<file path="src/rtl/dac_spi_tx.sv">
// dac_spi_tx: MCP4911 16-bit SPI write frame plus LDAC strobe per load; DAC_TX_OVERRUN_EN adds a sticky overrun flag
module dac_spi_tx #(
  parameter int CLK_DIV = 25,
  parameter logic [3:0] CMD_BITS = 4'b0011
) (
  input  logic       sysclk,
  input  logic       rst_n,
  input  logic [9:0] data_in,
  input  logic       load,
  output logic       dac_sck,
  output logic       dac_sdi,
  output logic       dac_cs_n,
  output logic       dac_ld_n,
  output logic       busy,
  output logic       done,
  output logic       overrun
);
  localparam int CW = CLK_DIV > 1 ? $clog2(CLK_DIV) : 1;
  typedef enum logic [1:0] {IDLE, SETUP, SHIFT, LATCH} state_t;
  state_t state, state_n;
  logic [CW-1:0] cnt, cnt_n;
  logic [3:0] bitn, bitn_n;
  logic [15:0] sh, sh_n;
  logic sck_n, sdi_n, cs_n_n, ld_n_n, busy_n, done_n;
  logic last;
  assign last = cnt == CW'(CLK_DIV - 1);
  always_ff @(posedge sysclk or negedge rst_n)
    if (!rst_n) begin
      state <= IDLE;
      cnt <= '0;
      bitn <= '0;
      sh <= '0;
      dac_sck <= 1'b0;
      dac_sdi <= 1'b0;
      dac_cs_n <= 1'b1;
      dac_ld_n <= 1'b1;
      busy <= 1'b0;
      done <= 1'b0;
    end else begin
      state <= state_n;
      cnt <= cnt_n;
      bitn <= bitn_n;
      sh <= sh_n;
      dac_sck <= sck_n;
      dac_sdi <= sdi_n;
      dac_cs_n <= cs_n_n;
      dac_ld_n <= ld_n_n;
      busy <= busy_n;
      done <= done_n;
    end
  always_comb begin
    state_n = state;
    cnt_n = last ? '0 : cnt + CW'(1);
    bitn_n = bitn;
    sh_n = sh;
    sck_n = dac_sck;
    sdi_n = dac_sdi;
    cs_n_n = dac_cs_n;
    ld_n_n = dac_ld_n;
    busy_n = busy;
    done_n = 1'b0;
    case (state)
      IDLE: begin
        cnt_n = '0;
        if (load) begin
          state_n = SETUP;
          sh_n = {CMD_BITS, data_in, 2'b00};
          sdi_n = CMD_BITS[3];
          cs_n_n = 1'b0;
          busy_n = 1'b1;
        end
      end
      SETUP: if (last) begin
        state_n = SHIFT;
        bitn_n = '0;
        sck_n = 1'b1;
      end
      SHIFT: if (last) begin
        // falling SCK presents the next bit; the DAC sampled the current one on the rising edge
        if (dac_sck) begin
          sck_n = 1'b0;
          sh_n = {sh[14:0], sh[15]};
          sdi_n = sh[14];
        end else if (bitn == 4'd15) begin
          state_n = LATCH;
          cs_n_n = 1'b1;
          sdi_n = 1'b0;
          ld_n_n = 1'b0;
        end else begin
          sck_n = 1'b1;
          bitn_n = bitn + 4'd1;
        end
      end
      LATCH: if (last) begin
        state_n = IDLE;
        ld_n_n = 1'b1;
        busy_n = 1'b0;
        done_n = 1'b1;
      end
      default: state_n = IDLE;
    endcase
  end
`ifdef DAC_TX_OVERRUN_EN
  logic ovr;
  always_ff @(posedge sysclk or negedge rst_n)
    if (!rst_n) ovr <= 1'b0;
    else ovr <= ovr | (load & busy);
  assign overrun = ovr;
`else
  assign overrun = 1'b0;
`endif
endmodule

</file>
<file path="config.mk">
export PLATFORM = sky130hd
export DESIGN_NAME = dac_spi_tx
export DESIGN_NICKNAME = d
export VERILOG_FILES = /design/src/rtl/dac_spi_tx.sv
export SDC_FILE = /design/constraint.sdc
export NUM_CORES = 1
export LEC_CHECK = 0
export ABC_CLOCK_PERIOD_IN_PS = 2620
export CORE_ASPECT_RATIO = 0.6
export CORE_MARGIN = 4
export CORE_UTILIZATION = 55
export DETAILED_ROUTE_END_ITERATION = 8
export PLACE_DENSITY = 0.78
export SLEW_MARGIN = 40
export SYNTH_ARGS = -nofsm -noshare
export SYNTH_HDL_FRONTEND = slang
export SYNTH_SLANG_ARGS = --single-unit
</file>
<file path="constraint.sdc">
create_clock -name sysclk -period 2.62 [get_ports sysclk]
set_input_delay 0.524 -clock sysclk [delete_from_list [all_inputs] [get_ports sysclk]]
set_output_delay 0.524 -clock sysclk [all_outputs]
set_load 0.005 [all_outputs]
</file>
==> results.ini <==
[logic_synthesis]
compound_area_share_pct = 10.8
syn_area_um2 = 1790
xor_share_pct = 0.980
ys_seq_elements = 33
simple_gate_share_pct = 14.6
syn_area_per_cell_um2 = 11.5
synthArstFlopShare_pct = 100
synth_top_cell_by_count = dfrtp_1
synth-edff-count = 0
ys_cells = 156
yosys.area.top_type = dfrtp_1
top_area_share_pct = 43.4

[setup_path]
critPathLaunchType = flop
critical_path_class = flop to flop
r2r_start = cnt[0]
worstPathCellList = inv_1 -> ha_1 -> nand4b_4 -> o31ai_4 -> mux2_2
rr_worst_depth = 5
end_kind = flop
worst-path-stages = 5
crit_family = AND-OR/OR-AND gates
worstSetupStartpoint = cnt[0]
slowest_delay_ns = 0.63
worst_path_max_delay_cell = o31ai_4
arrival_ns = 2.35

[sta]
fin_crit_ns = 2.18
fin_hold_ws_ns = 0.505
max_freq_mhz = 460
hold_viol = 0
fin_crit_sh_pct = 83.0

[grt]
track_usage_pct = 19.3
grt_remaining_overflow = 0
grt_use_met3_pct = 5.36
grt_max_degree = 34
met1_usage_pct = 24.0
grt_pass1_wl_um = 5870

[power_and_ir_drop]
p_total_mw = 1.06
ir_drop_uv = 353
powerSeq_uw = 521
powerDensity_nw_per_um2 = 496
leakagePower_nw = 1.03
p_comb_share_pct = 4.2
comb-power_uw = 44.6

[placement]
placed_cell_area_um2 = 2020
post-place-ws_ns = 0.271
port_buffers = 18
hpwl_um = 2460

[routing]
drc_errors = 0
antenna_left = 0
dr_wl_met2_um = 1650
met1Wirelength_um = 1670
routed.top_layer = met4
drt-vias-per-instance = 5.66
drt-initial-drc-count = 74

[layout]
largestRegisters = sh (16), cnt (5), bitn (4)
regMostFlops = sh
diodes = 0
largest_reg_flops = 16

[clock_network]
cts_htree_levels = 2
hold_buffers = 0
post_cts_resized = 0
clk_latency_ns = 0.29
root_buffer = clkbuf_8
path_clk_slew_ns = 0.07
cts_tree = done

[job]
cap_viol_max_count = 0

[die]
die_height_um = 52.2
ios = 20
core_area_um2 = 2980

[worst_hold_path]
hold_path.class = flop to flop
hold_start = cnt[0]

[run_status]
status = completed

-- placed cells by master (no fill, tap or decap), types with 6 or more instances in the layout --
| cell type | count |
|---|---|
| dfrtp_1 | 31 |
| mux2_2 | 23 |
| nand3_1 | 8 |
| nand2_1 | 8 |
| inv_1 | 12 |
| o21ai_0 | 7 |
| clkdlybuf4s50_1 | 18 |
| ha_1 | 7 |
| mux2i_1 | 6 |
| clkbuf_8 | 6 |
-- cell type report --
cell class	instances	area [um2]
Clock buffer	7	86.3
Clock inverter	1	30.0
Fill cell	211	851
Inverter	12	45.0
Multi-Input combinational cell	104	881
Sequential cell	33	828
Tap cell	42	52.6
Timing Repair Buffer	22	210
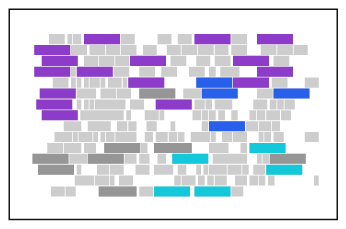
(sequential cells coloured by netlist name)
Drawn at 4 px/um.
legend:
  blue:
    netlist_name: bitn
    flops: 4
  purple:
    netlist_name: sh
    flops: 16
  cyan:
    netlist_name: cnt
    flops: 5

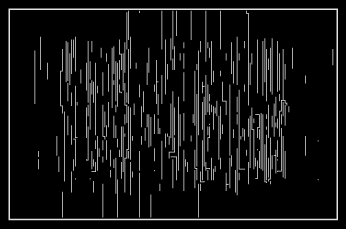
(the metal 2 layer)
Drawn at 4 px/um.
share of all routed wire: 47%
wire length on this layer: 1650 um
longest straight run: 23.0 um
nets with wire on the layer: 165
main direction: vertical
WL final: 3500 um
routed via count: 1250
grt met2 use: 30.9%

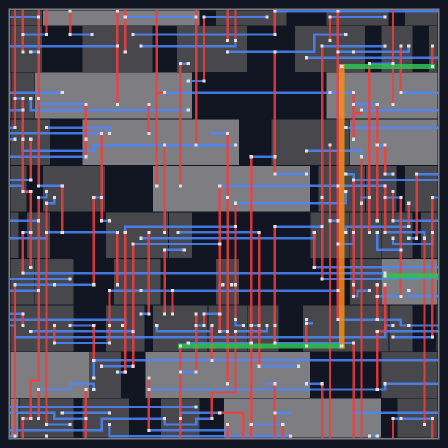
(zoomed window)
Region (28, 14) to (53, 39) um. Cells in grey, sequential cells in the stronger grey; small squares are vias.
legend:
  red:
    layer: met2
  orange:
    layer: met4
  blue:
    layer: met1
  green:
    layer: met3
netlist names of flops here include: bitn (2), sh (2)
cells with their middle in the window: 42
sequential cells in the window: 8
most frequent: dfrtp_1 (7), nand3_1 (4), mux2_2 (3)

